## config.mk

```make
export PLATFORM = sky130hd
export DESIGN_NAME = em_pipe_reg
export DESIGN_NICKNAME = d
export VERILOG_FILES = /design/src/rtl/em_pipe_reg.sv
export SDC_FILE = /design/constraint.sdc
export NUM_CORES = 1
export LEC_CHECK = 0
export CORE_MARGIN = 2
export CORE_UTILIZATION = 42
export CTS_CLUSTER_DIAMETER = 80
export DETAILED_ROUTE_END_ITERATION = 10
export PLACE_DENSITY = 0.87
export SLEW_MARGIN = 20
export SYNTH_ARGS = -nofsm -noshare
export SYNTH_HDL_FRONTEND = slang
export SYNTH_SLANG_ARGS = --single-unit
```

## constraint.sdc

```tcl
create_clock -name clk -period 10.05 [get_ports clk]
set_input_delay 2.5125 -clock clk [delete_from_list [all_inputs] [get_ports clk]]
set_output_delay 2.5125 -clock clk [all_outputs]
set_load 0.005 [all_outputs]
```

## src/rtl/em_pipe_reg.sv

```systemverilog
// Execute->Memory pipeline register with bubble, exception flush and exception squash handling.
// Optional macro EM_BD_TRACK_EN: when defined, the branch-delay flag is registered; otherwise M_BD is tied low.
`timescale 1ns/1ps

module em_pipe_reg #(
  parameter logic [31:0] RESET_PC   = 32'h0000_3000,
  parameter logic [31:0] HANDLER_PC = 32'h0000_4180
) (
  input  logic        clk,
  input  logic        reset,
  input  logic        Req,
  input  logic        en,
  input  logic        flush,
  input  logic [31:0] E_PC,
  input  logic [31:0] E_Instr,
  input  logic [4:0]  E_ExcCode,
  input  logic        E_BD,
  input  logic [31:0] E_ALUOut,
  input  logic [31:0] E_RtData,
  input  logic [4:0]  E_RegAddr,
  input  logic        E_MemWrEn,
  input  logic [1:0]  E_Tnew,
  output logic [31:0] M_PC,
  output logic [31:0] M_Instr,
  output logic [4:0]  M_ExcCode,
  output logic        M_BD,
  output logic [31:0] M_ALUOut,
  output logic [31:0] M_RtData,
  output logic [4:0]  M_RegAddr,
  output logic        M_MemWrEn,
  output logic [1:0]  M_Tnew,
  output logic        M_Valid
);

  // One stage closer to the result: saturate at zero instead of wrapping to 3.
  function automatic logic [1:0] tnewDec(input logic [1:0] tnew);
    logic [1:0] res;
    case (tnew)
      2'd0:    res = 2'd0;
      2'd1:    res = 2'd0;
      2'd2:    res = 2'd1;
      2'd3:    res = 2'd2;
      default: res = 2'd0;
    endcase
    return res;
  endfunction

  logic hasExc_s;
  logic [1:0] tnewNext_s;

  assign hasExc_s   = (E_ExcCode != 5'd0);
  assign tnewNext_s = tnewDec(E_Tnew);

  // Main bundle register: priority reset > Req > flush > en > hold.
  always_ff @(posedge clk or posedge reset) begin
    if (reset) begin
      M_PC      <= RESET_PC;
      M_Instr   <= 32'd0;
      M_ExcCode <= 5'd0;
      M_ALUOut  <= 32'd0;
      M_RtData  <= 32'd0;
      M_RegAddr <= 5'd0;
      M_MemWrEn <= 1'b0;
      M_Tnew    <= 2'd0;
      M_Valid   <= 1'b0;
    end else if (Req) begin
      M_PC      <= HANDLER_PC;
      M_Instr   <= 32'd0;
      M_ExcCode <= 5'd0;
      M_ALUOut  <= 32'd0;
      M_RtData  <= 32'd0;
      M_RegAddr <= 5'd0;
      M_MemWrEn <= 1'b0;
      M_Tnew    <= 2'd0;
      M_Valid   <= 1'b0;
    end else if (flush) begin
      // Bubble keeps PC so CP0 still sees the right EPC for a stalled slot.
      M_PC      <= E_PC;
      M_Instr   <= 32'd0;
      M_ExcCode <= 5'd0;
      M_ALUOut  <= 32'd0;
      M_RtData  <= 32'd0;
      M_RegAddr <= 5'd0;
      M_MemWrEn <= 1'b0;
      M_Tnew    <= 2'd0;
      M_Valid   <= 1'b0;
    end else if (en) begin
      M_PC      <= E_PC;
      M_Instr   <= E_Instr;
      M_ExcCode <= E_ExcCode;
      M_ALUOut  <= E_ALUOut;
      M_RtData  <= E_RtData;
      M_RegAddr <= hasExc_s ? 5'd0 : E_RegAddr;
      M_MemWrEn <= hasExc_s ? 1'b0 : E_MemWrEn;
      M_Tnew    <= tnewNext_s;
      M_Valid   <= 1'b1;
    end else begin
      M_PC      <= M_PC;
      M_Instr   <= M_Instr;
      M_ExcCode <= M_ExcCode;
      M_ALUOut  <= M_ALUOut;
      M_RtData  <= M_RtData;
      M_RegAddr <= M_RegAddr;
      M_MemWrEn <= M_MemWrEn;
      M_Tnew    <= M_Tnew;
      M_Valid   <= M_Valid;
    end
  end

`ifdef EM_BD_TRACK_EN
  // Branch-delay flag follows PC on flush and capture; cleared on handler entry.
  always_ff @(posedge clk or posedge reset) begin
    if (reset) begin
      M_BD <= 1'b0;
    end else if (Req) begin
      M_BD <= 1'b0;
    end else if (flush) begin
      M_BD <= E_BD;
    end else if (en) begin
      M_BD <= E_BD;
    end else begin
      M_BD <= M_BD;
    end
  end
`else
  logic unusedBd_s;
  assign unusedBd_s = E_BD;
  assign M_BD       = 1'b0;
`endif

endmodule

```

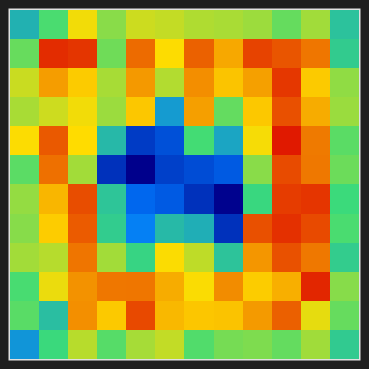
**Above:** run 1 (placement density heat map).
(3 px per micron) The die is cut into 12 by 12 equal tiles; dark blue is low, red is high, 0 to 100% covered.
emptiest ninth of the die: center
tiles over 75% full: 39%
mean over tiles: 65%
initial core utilization: 42.5%
Core Box Area: 12,500 sq um
Final Util: 71.8%

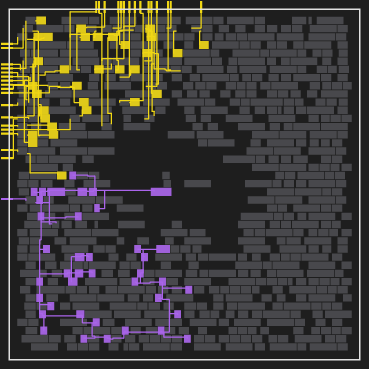
**Above:** run 1 (port wiring).
(3 px per micron)
legend:
  E_RtData:
    color: yellow
    direction: input
    edge: 17 left, 15 top
    end_cells: 32
    buffers: 32
    wire: 854 microns
  Req:
    color: purple
    direction: input
    edge: left
    end_cells: 39
    buffers: 2
    wire: 322 microns
Top Ports: 290
port buffer count: 287

==> run summary, run 1 <==
Implementation results. The run finished with clean final reports. The most common logic cells in the final layout are 287 x clkdlybuf4s50_1, 140 x dfrtp_1, 101 x a22o_1, 29 x nor2b_1, 28 x mux2_2. The layout has 2 inverters outside the clock class.

Area share of the largest cell type after synthesis landed at 66.1%. On the worst setup and hold paths after CTS, the clock-pin slew comes to 0.06 ns. The last timing report of the flow puts the setup violation total at 0.

Entering global routing, the biggest net connects 119 pins. STA lists the startpoint of the worst hold path as M_PC[15]$_DFFE_PP0P_. Buffer count from post-CTS setup fixing landed at 0. Die span in y landed at 116 microns.

Cts-stage hold buffer count landed at 0. The layout report gives the register share of total cell area as 39.7%. Via-per-instance ratio landed at 5.15.

Time the final worst path needs with I/O delays and setup landed at 4.95 ns. The number of nets handed over by synthesis was 502. Final hold violation count landed at 0. The detailed router placed 4,221 vias in this run. After Yosys synthesis, AND-OR and OR-AND compound gates account for 18.7% of the synthesized area. Counting buffers and inverters, the worst setup path is 4 cells deep. Per the synthesis report, the XOR/XNOR share of the synthesized area is 0%. TritonCTS built the clock tree. The detail route stage leaves a number of antenna-violating nets equal to 0. Leakage dissipation landed at 3.91 nW.

Remaining max-slew budget at the tightest pin landed at 38.3%. The number of placed instances, taps included, is 788. After synthesis, the netlist uses 20 different library cells. The biggest area contributor in the post-synthesis netlist is dfrtp_1.

In the global route stage, overall resource usage came out at 23.4%. In the final design, more cell area goes to flip-flops and latches than to any other class. The stat command in Yosys gives a chip area of 5300 sq um.

For this run, the slowest stage of the critical path takes 0.85 ns. Depth of the CTS H-tree landed at 4. STA classifies the critical path startpoint as an input port. Number of multi-input logic gates landed at 180.

Count of instantiated cells in the yosys netlist landed at 355. Horizontal die dimension landed at 116 microns. Detailed-routed wire length on met2 landed at 8100 microns.

Warnings raised by the tools during the run amount to 29. Final routed wirelength across all metal layers landed at 16,100 microns. Power consumed by sequential cells landed at 0.607 mW. Area share of buffers outside the clock network landed at 32.6%. Traced cell by cell, the critical path runs through clkdlybuf4s50_1, nor3_4, buf_6, mux2_2.

met2 is the most crowded layer. The worst hold path terminates at M_PC[15]$_DFFE_PP0P_. The flow reports that sequential cells draw 41.5% of the design power. Power in combinational cells landed at 0.163 mW.

The chip occupies 13,500 sq um. After synthesis, the mean cell area works out to 14.9 sq um. Data arrives at the worst endpoint at 5.25 ns. The portion of synthesized area spent on multiplexers is 6.16%. Met2 usage in global routing landed at 40.1%. Final max-slew violation count landed at 0. The capture point of the critical path was reported as M_PC[24]$_DFFE_PP0P_.

Registers take 3560 sq um. Checking hold timing, the worst path is listed with class reg2reg. Met3 capacity usage during global routing landed at 8.61%.

Of the total synthesized cell area, the portion taken by AND, OR, NAND and NOR gates is 4.95%. Among all stages on the critical path, the largest delay is contributed by nor3_4. Fraction of layout instances using a drive strength above 1 landed at 11.0%.

Net switching is 20.8% of the power. Maximum buffer depth of the clock tree landed at 2. The number of antenna diodes in the final layout is 0. Post-synth the commonest register cell is dfrtp_1. In the final layout, the multi-input gates occupy 1600 sq um. In this run the critical register-to-register path is launched from M_PC[8]$_DFFE_PP0P_. Number of resized instances in the post-cts repair step landed at 0. Critical path data required time landed at 10.35 ns.

After detailed routing, the wire length on met1 is 5880 microns. Among all cell types in the netlist, the one instantiated most often is dfrtp_1. Reg-to-reg setup timing slack landed at 9.02 ns.

By instance count after routing, the leading logic cell type is clkdlybuf4s50_1. Cell area after synthesis landed at 5300 sq um. The later pin in the worst-skew pair is clocked with a latency of 0.41 ns. Looking at the clock tree report, the root buffer type is clkbuf_16.

The cell-mix breakdown from Yosys lists the adder-cell area share as 0%. In the hold timing report, the worst path depth is 1. The number of global-route vias before repair was 4,496. Count of state elements after synthesis landed at 142.
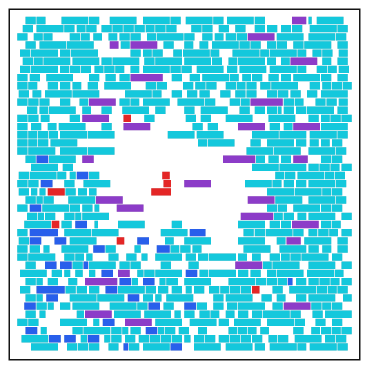
**Above:** run 1 (cell sizes after repair).
(3 px per micron)
legend:
  drive 3 to 4:
    color: red
    cells: 8
  drive 2:
    color: blue
    cells: 35
  drive 1 or less:
    color: cyan
    cells: 576
  drive 6 and up:
    color: purple
    cells: 28
Worst Setup Slack, final: 5.10 ns
area of all placed cells without fillers: 8950 sq um
P&R area growth vs syn: 68.8%
count of plain and timing-repair buffers in the layout: 292

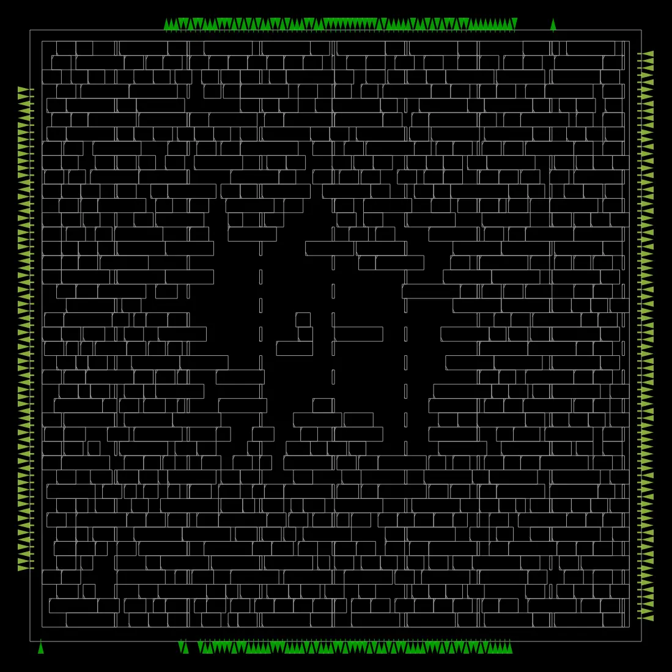
**Above:** run 1 (placed standard cells).
flip-flop and latch count: 142
number of non-filler instances in the completed layout: 819
count of fill cells added during filler insertion: 832
Tap Cells: 172
num rows: 41

--- run 2 (diff from run 1) ---
CORE_UTILIZATION = 35   (was 42)
PLACE_DENSITY = 0.77   (was 0.87)
clock period = 4.24 ns   (was 10.05 ns; I/O delays follow)
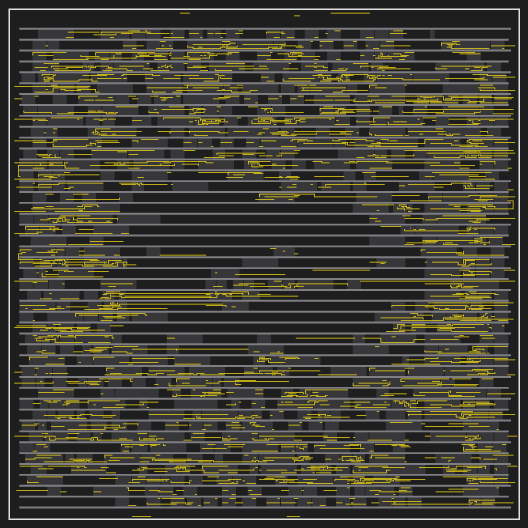
**Above:** run 2 (signal wires on met1).
(4 px per micron) Supply wires on this layer in gray.
longest straight run: 38.6 microns
nets with wire on the layer: 663
wire length reported by the detailed router: 15,100 microns
global-route met1 utilization: 22.5%

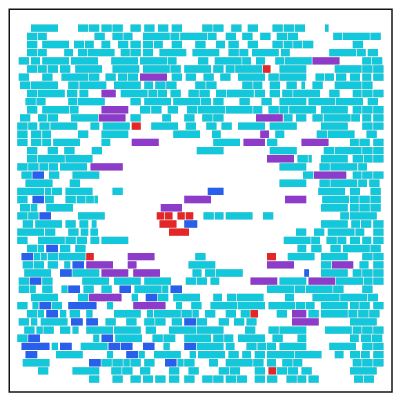
**Above:** run 2 (cell sizes after repair).
(3 px per micron)
legend:
  drive 6 and up:
    color: purple
    cells: 29
  drive 3 to 4:
    color: red
    cells: 12
  drive 2:
    color: blue
    cells: 33
  drive 1 or less:
    color: cyan
    cells: 577
area of all placed cells without fillers: 9020 sq um
P&R area growth vs syn: 70.0%
Worst Setup Slack, final: 1.64 ns

==> run 2 against run 1 <==
Cell area grew 0.71%. Register-to-register slack lost 5.8 ns. Sequential cell count is the same. Area after synthesis is the same. Global-route usage shrank 4.6 points. Worst setup slack lost 3.5 ns. Via count shrank 1.5%. Clock power grew 130%. Synthesized cell count is the same. Critical path type unchanged. Sequential share of layout area shrank 0.28 points.
==> run summary, run 2 <==
Implementation results. First-pass GRT wire length landed at 23,900 microns (was 23,700 microns). Core area landed at 14,600 sq um (was 12,500 sq um). Pre-placement core utilization landed at 36.2% (was 42.5%). The remaining max-slew budget at the tightest pin is 53.6% (was 38.3%). The fraction of synthesis flops using an asynchronous set or reset pin came to 100% (unchanged).

Final hold violation count landed at 0 (unchanged). The number of tap cells inserted is 184 (was 172). Initial DRC count landed at 215 (was 271). The highest metal layer used by the detailed router is met4 (unchanged). The logic depth of the worst setup path including buffers came to 4 (unchanged).

The met3 capacity usage during global routing was 6.66% (was 8.61%). Total clock buffers created by CTS landed at 17 (unchanged). The fraction of layout instances using a drive strength above 1 came to 11.4% (was 11.0%). The worst slack on hold paths was 0.486 ns (was 0.502 ns).

Timing would allow up to 384 MHz. Total setup violations reported at the end of the flow landed at 0 (unchanged). Leading post-synthesis cells by instance count: 140 x dfrtp_1, 101 x a22o_1, 29 x nor2b_1 (unchanged). Power per standard cell area landed at 379 nW/um^2 (was 163 nW/um^2). The launch instance of the worst register-to-register path is M_PC[8]$_DFFE_PP0P_ (unchanged). The most common cell after layout, fill and taps aside is clkdlybuf4s50_1 (unchanged).

Final max-slew violation count landed at 0 (unchanged). The synthesized chip area reported by yosys came to 5300 sq um (unchanged). After layout, the minimum clock period comes to 2.60 ns. Overall track demand over capacity in global routing landed at 18.9% (was 23.4%). The detailed-routed wire length on met2 is 7500 microns (was 8100 microns). Number of multi-input logic gates landed at 180 (unchanged).

The family of cells with the greatest summed delay on the critical path is buffers and inverters (unchanged). The number of placed I/O pins was 290 (unchanged). The critical-path maximum fanout came to 50 (was 118). Clock-pin transition on the worst setup and hold timing paths landed at 0.06 ns (about the same). The cell type of the slowest stage on the worst timing path is clkdlybuf4s50_1 (was nor3_4). Run status: finished, final reports clean (unchanged).

Mean cell area of the mapped netlist landed at 14.9 sq um (unchanged). Total number of clock tree sinks landed at 142 (unchanged). The placer congestion estimate was 0.774 (was 0.739).

The post-detailed-placement cell area was 8360 sq um (was 8290 sq um). The cell area after synthesis is 5300 sq um (unchanged). Area share of buffers outside the clock network landed at 33.1% (was 32.6%).

Count of instantiated cells in the yosys netlist landed at 355 (unchanged). The worst-case reg-to-reg path depth came to 2 (unchanged). The die span in y is 127 microns (was 116 microns). Routed length per placed instance landed at 18.0 microns (was 19.6 microns). The power in combinational cells is 0.391 mW (was 0.163 mW). The layout filler cell count is 1,106 (was 832). Logic area landed at 1600 sq um (unchanged).

The critical path data required time came to 4.53 ns (was 10.35 ns). The class of the tightest hold or removal check was reg2reg (unchanged). Number of resized instances in the post-cts repair step landed at 0 (unchanged). The CTS tree was built (unchanged). Routed length on met1 landed at 6000 microns (was 5880 microns). The most crowded layer after global routing is met2 (unchanged).

The share of power burned in combinational logic came to 11.4% (was 11.2%). The top flip-flop cell by instance count after synthesis is dfrtp_1 (unchanged). Post-layout instance count excluding filler cells landed at 835 (was 819). Number of distinct library cells after synthesis landed at 20 (unchanged). Number of synthesized flops with an enable pin landed at 0 (unchanged). The total area of sequential cells came to 3560 sq um (unchanged). The number of buffers other than clock buffers in the final layout is 295 (was 292). The terminating pin of the worst hold path is M_RegAddr[4]$_DFFE_PP0P_ (was M_PC[15]$_DFFE_PP0P_). Number of input and output port buffers inserted landed at 287 (unchanged). OpenROAD reports that the post-layout worst path occupies 61.4% of the period. The dominant cell type by area after synthesis was dfrtp_1 (unchanged). Worst endpoint data arrival time landed at 2.89 ns (was 5.25 ns). The estimated wirelength of the detail-placed design is 10,600 microns (was 11,000 microns). The portion of netlist area occupied by mux cells came to 6.16% (unchanged). The power consumed by sequential cells came to 1.44 mW (was 0.607 mW). The number of instances in the synthesized netlist was 355 (unchanged).

Part of the Yosys area used for sequential elements landed at 67.0% (unchanged). The slew at the pin closest to its max-slew limit came to 0.695 ns (was 0.925 ns). Total design power landed at 3.41 mW (was 1.46 mW). Most used cells in the layout excluding fill and tap cells: 287 x clkdlybuf4s50_1, 140 x dfrtp_1, 101 x a22o_1, 29 x nor2b_1, 28 x mux2_2 (unchanged). The full die area is 16,200 sq um (was 13,500 sq um). Via-per-instance ratio landed at 4.98 (was 5.15). The kind of start point of the critical path was an input port (unchanged). Number of buffers and inverters on the critical path landed at 2 (unchanged). The total number of vias was 4,157 (was 4,221). Horizontal die dimension landed at 127 microns (was 116 microns). The largest power group was clock (unchanged). The endpoint class of the critical path was a register (unchanged). Clock network power landed at 1.59 mW (was 0.692 mW). Number of nets at floorplan landed at 502 (unchanged). The instance count along the most critical hold path came to 1 (unchanged). First-pass detailed-route iteration total landed at 4 (unchanged). Post-synthesis share of cell area spent on and-or and or-and gates landed at 18.7% (unchanged). The most area-hungry cell class in the final design is flip-flops and latches (unchanged). The number of global-route vias before repair is 4,474 (was 4,496).

Stage delay of the slowest cell on the critical path landed at 0.61 ns (was 0.85 ns). The depth of the CTS H-tree is 4 (unchanged). Leftover overflow at the end of global routing landed at 0 (unchanged).

The wire length on met3 was 1210 microns (was 1510 microns). Ordered list of cells on the worst path: clkdlybuf4s50_1, nor3_4, buf_4, mux2_2 (was clkdlybuf4s50_1, nor3_4, buf_6, mux2_2). Number of max-cap violations landed at 0 (unchanged).

The most instantiated library cell after synthesis was dfrtp_1 (unchanged). The share of total power consumed by net switching came to 21.3% (was 20.8%). Worst clock skew landed at 0 ns (unchanged).

The basic-gate share of the synthesized area counting and, or, nand and nor cells was 4.95% (unchanged). Post-layout net count landed at 785 (was 782). The prevailing logic family in the synthesized netlist is AND-OR/OR-AND gates (unchanged). The maximum buffer depth of the clock tree is 2 (unchanged).

Number of remaining DRC errors landed at 0 (unchanged). The portion of total power attributed to the clock network came to 46.5% (was 47.3%). Final cell utilization of the core landed at 61.6% (was 71.8%). The destination of the critical timing path is M_PC[15]$_DFFE_PP0P_ (was M_PC[24]$_DFFE_PP0P_).

The clock root buffer is clkbuf_16 (unchanged). Pin count of the biggest net entering global routing landed at 92 (was 119). Number of instances in the placed design landed at 802 (was 788). Sequential cell count landed at 142 (unchanged). Area share of the largest cell type after synthesis landed at 66.1% (unchanged). The setup TNS after final layout is 0 ns (unchanged). The clock network area share is 7.09% (was 7.31%). The flop share of the area was 39.4% (was 39.7%). The met2 usage in global routing came to 31.5% (was 40.1%). Fraction of power consumed by sequential logic landed at 42.1% (was 41.5%). The synthesized-area fraction occupied by xor and xnor cells was 0% (unchanged). The residual antenna-violating net count after detailed routing came to 0 (unchanged). The origin of the worst setup path is flush (unchanged). The number of inverters outside the clock class in the layout came to 2 (unchanged). Buffer count from post-CTS setup fixing landed at 0 (unchanged). The capture point of the worst reg-to-reg path is M_PC[8]$_DFFE_PP0P_ (unchanged). Clock insertion delay at the later pin of the skew report landed at 0.40 ns (was 0.41 ns).

Count of clock-net buffers in the final layout landed at 20 (unchanged). The number of warnings reported in the yosys synthesis log is 0 (unchanged). OpenROAD warning count landed at 27 (was 29). Worst setup slack before clock tree synthesis landed at 1.20 ns (was 4.66 ns). The kind of critical path is in2reg (unchanged). The leakage dissipation came to 3.93 nW (was 3.91 nW). The internal power came to 2.69 mW (was 1.16 mW).

The cts-stage hold buffer count was 0 (unchanged). Fraction of the mapped netlist area in adder cells landed at 0% (unchanged). Antenna diode count landed at 0 (unchanged). The hold path startpoint was M_RegAddr[4]$_DFFE_PP0P_ (was M_PC[15]$_DFFE_PP0P_). The reg-to-reg setup timing slack was 3.22 ns (was 9.02 ns).

Count of state elements after synthesis landed at 142 (unchanged). The number of placement rows came to 44 (was 41).
--- run 3 (diff from run 2) ---
clock period = 2.3 ns   (was 4.24 ns; I/O delays follow)
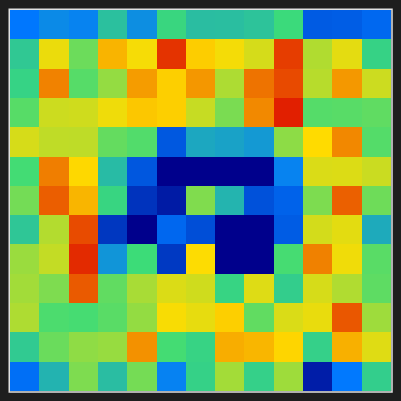
**Above:** run 3 (placement density heat map).
(3 px per micron) The die is cut into 13 by 13 equal tiles; dark blue is low, red is high, 0 to 100% covered.
emptiest ninth of the die: center
fullest tile: 97%
tiles over 75% full: 20%
nearly empty tiles: 5.3%
initial core utilization: 36.2%
Core Box Area: 14,600 sq um

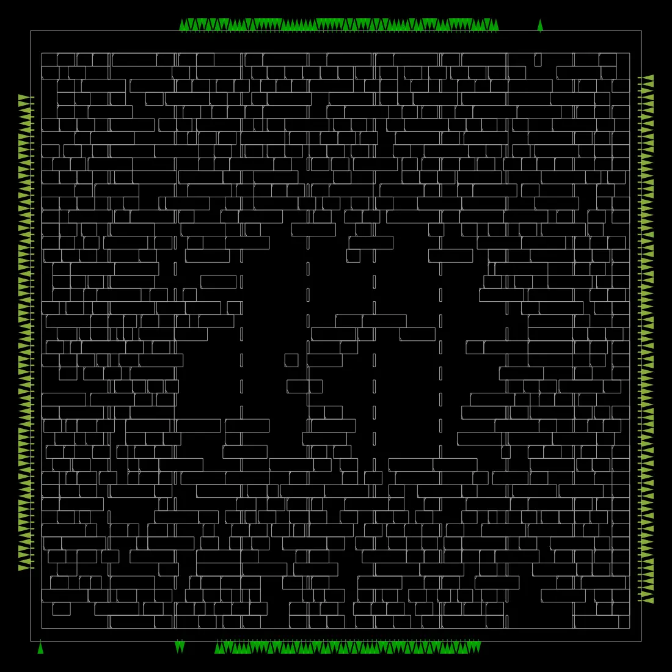
**Above:** run 3 (placed standard cells).
count of fill cells added during filler insertion: 1,132
number of non-filler instances in the completed layout: 841
num rows: 44

==> run 3 against run 2 <==
Via count about the same. Synthesized cell count stayed put. Worst setup slack got worse by 1.4 ns. Clock power is 67% higher. Wire length rose by 1.5%. Combinational power rose by 88%. Critical endpoint is now M_PC[12]. Largest power group unchanged. Highest routed layer unchanged.
==> run summary, run 3 <==
Implementation results. Share of total power consumed by net switching landed at 22.6% (was 21.3%). The final timing report derives a shortest allowable period of 2.04 ns. The number of tap cells inserted is 184 (unchanged). Horizontal die dimension landed at 127 microns (unchanged). The first-pass detailed-route iteration total came to 4 (unchanged). Logic depth of the worst setup path including buffers landed at 1 (was 4).

Area share of the largest cell type after synthesis landed at 66.1% (unchanged). The post-synthesis share of cell area spent on and-or and or-and gates was 18.7% (unchanged). Number of buffers and inverters on the critical path landed at 1 (was 2).

Antenna diode count landed at 0 (unchanged). The most common cell after layout, fill and taps aside was clkdlybuf4s50_1 (unchanged). Die span in y landed at 127 microns (unchanged). Portion of total power attributed to the clock network landed at 44.0% (was 46.5%). The hold path startpoint is M_Tnew[0]$_DFFE_PP0P_ (was M_RegAddr[4]$_DFFE_PP0P_).

The relative area change from synthesis to final layout came to 70.3% (was 70.0%). The wire length on met3 is 1300 microns (was 1210 microns). Count of clock-net buffers in the final layout landed at 18 (was 20). The number of distinct library cells after synthesis is 20 (unchanged). The power in combinational cells is 0.734 mW (was 0.391 mW). The endpoint class of the critical path was an output pin (was register). The synthesized-area fraction occupied by xor and xnor cells is 0% (unchanged).

The number of buffers other than clock buffers in the final layout was 301 (was 295). The cell type of the slowest stage on the worst timing path is dfstp_2 (was clkdlybuf4s50_1). Slew at the pin closest to its max-slew limit landed at 0.500 ns (was 0.695 ns). The clock-pin transition on the worst setup and hold timing paths came to 0.06 ns (about the same). The total number of clock tree sinks was 142 (unchanged). The capture point of the worst reg-to-reg path was M_PC[7]$_DFFE_PP0P_ (was M_PC[8]$_DFFE_PP0P_).

The fraction of synthesis flops using an asynchronous set or reset pin was 100% (unchanged). The fraction of layout instances using a drive strength above 1 is 12.2% (was 11.4%). The number of remaining DRC errors came to 0 (unchanged). The logic area was 1600 sq um (unchanged).

The total design power came to 6.04 mW (was 3.41 mW). The number of global-route vias before repair was 4,418 (was 4,474). The remaining max-slew budget at the tightest pin was 66.6% (was 53.6%). Overall track demand over capacity in global routing landed at 18.9% (about the same). The basic-gate share of the synthesized area counting and, or, nand and nor cells was 4.95% (unchanged). The portion of netlist area occupied by mux cells was 6.16% (unchanged). The most instantiated library cell after synthesis was dfrtp_1 (unchanged). The final max-slew violation count is 0 (unchanged). Buffer count from post-CTS setup fixing landed at 0 (unchanged). The sequential cell count came to 142 (unchanged). Worst clock skew landed at 0 ns (unchanged). Total setup violations reported at the end of the flow landed at 0 (unchanged). Ordered list of cells on the worst path: clkdlybuf4s50_1 (was clkdlybuf4s50_1, nor3_4, buf_4, mux2_2).

The met1 track demand over resource in global routing is 22.0% (was 22.5%). The class of the tightest hold or removal check is reg2reg (unchanged). The met3 capacity usage during global routing came to 6.95% (was 6.66%). The maximum buffer depth of the clock tree is 2 (unchanged). The post-route standard cell area excluding fillers was 9030 sq um (was 9020 sq um). The synthesized chip area reported by yosys is 5300 sq um (unchanged). Number of inverters outside the clock class in the layout landed at 2 (unchanged). The power consumed by sequential cells came to 2.65 mW (was 1.44 mW). The highest metal layer used by the detailed router is met4 (unchanged). The kind of critical path is reg2out (was in2reg). Run status: finished, final reports clean (unchanged). The launch instance of the worst register-to-register path was M_PC[7]$_DFFE_PP0P_ (was M_PC[8]$_DFFE_PP0P_). Via-per-instance ratio landed at 4.95 (was 4.98).

The clock network area share was 6.36% (was 7.09%). The stage delay of the slowest cell on the critical path was 0.53 ns (was 0.61 ns). The routed length on met1 is 6090 microns (was 6000 microns).

The number of synthesized flops with an enable pin is 0 (unchanged). Area share of buffers outside the clock network landed at 33.9% (was 33.1%). The most area-hungry cell class in the final design is flip-flops and latches (unchanged). The kind of start point of the critical path was a register (was input port).

Number of warnings reported in the yosys synthesis log landed at 0 (unchanged). The total clock buffers created by CTS came to 17 (unchanged). Estimated wirelength of the detail-placed design landed at 10,900 microns (was 10,600 microns). The leftover overflow at the end of global routing came to 0 (unchanged). The total number of vias came to 4,161 (was 4,157).

Number of input and output port buffers inserted landed at 287 (unchanged). Number of multi-input logic gates landed at 180 (unchanged).
No activity file was given, so power comes from the tool's default toggle rates.
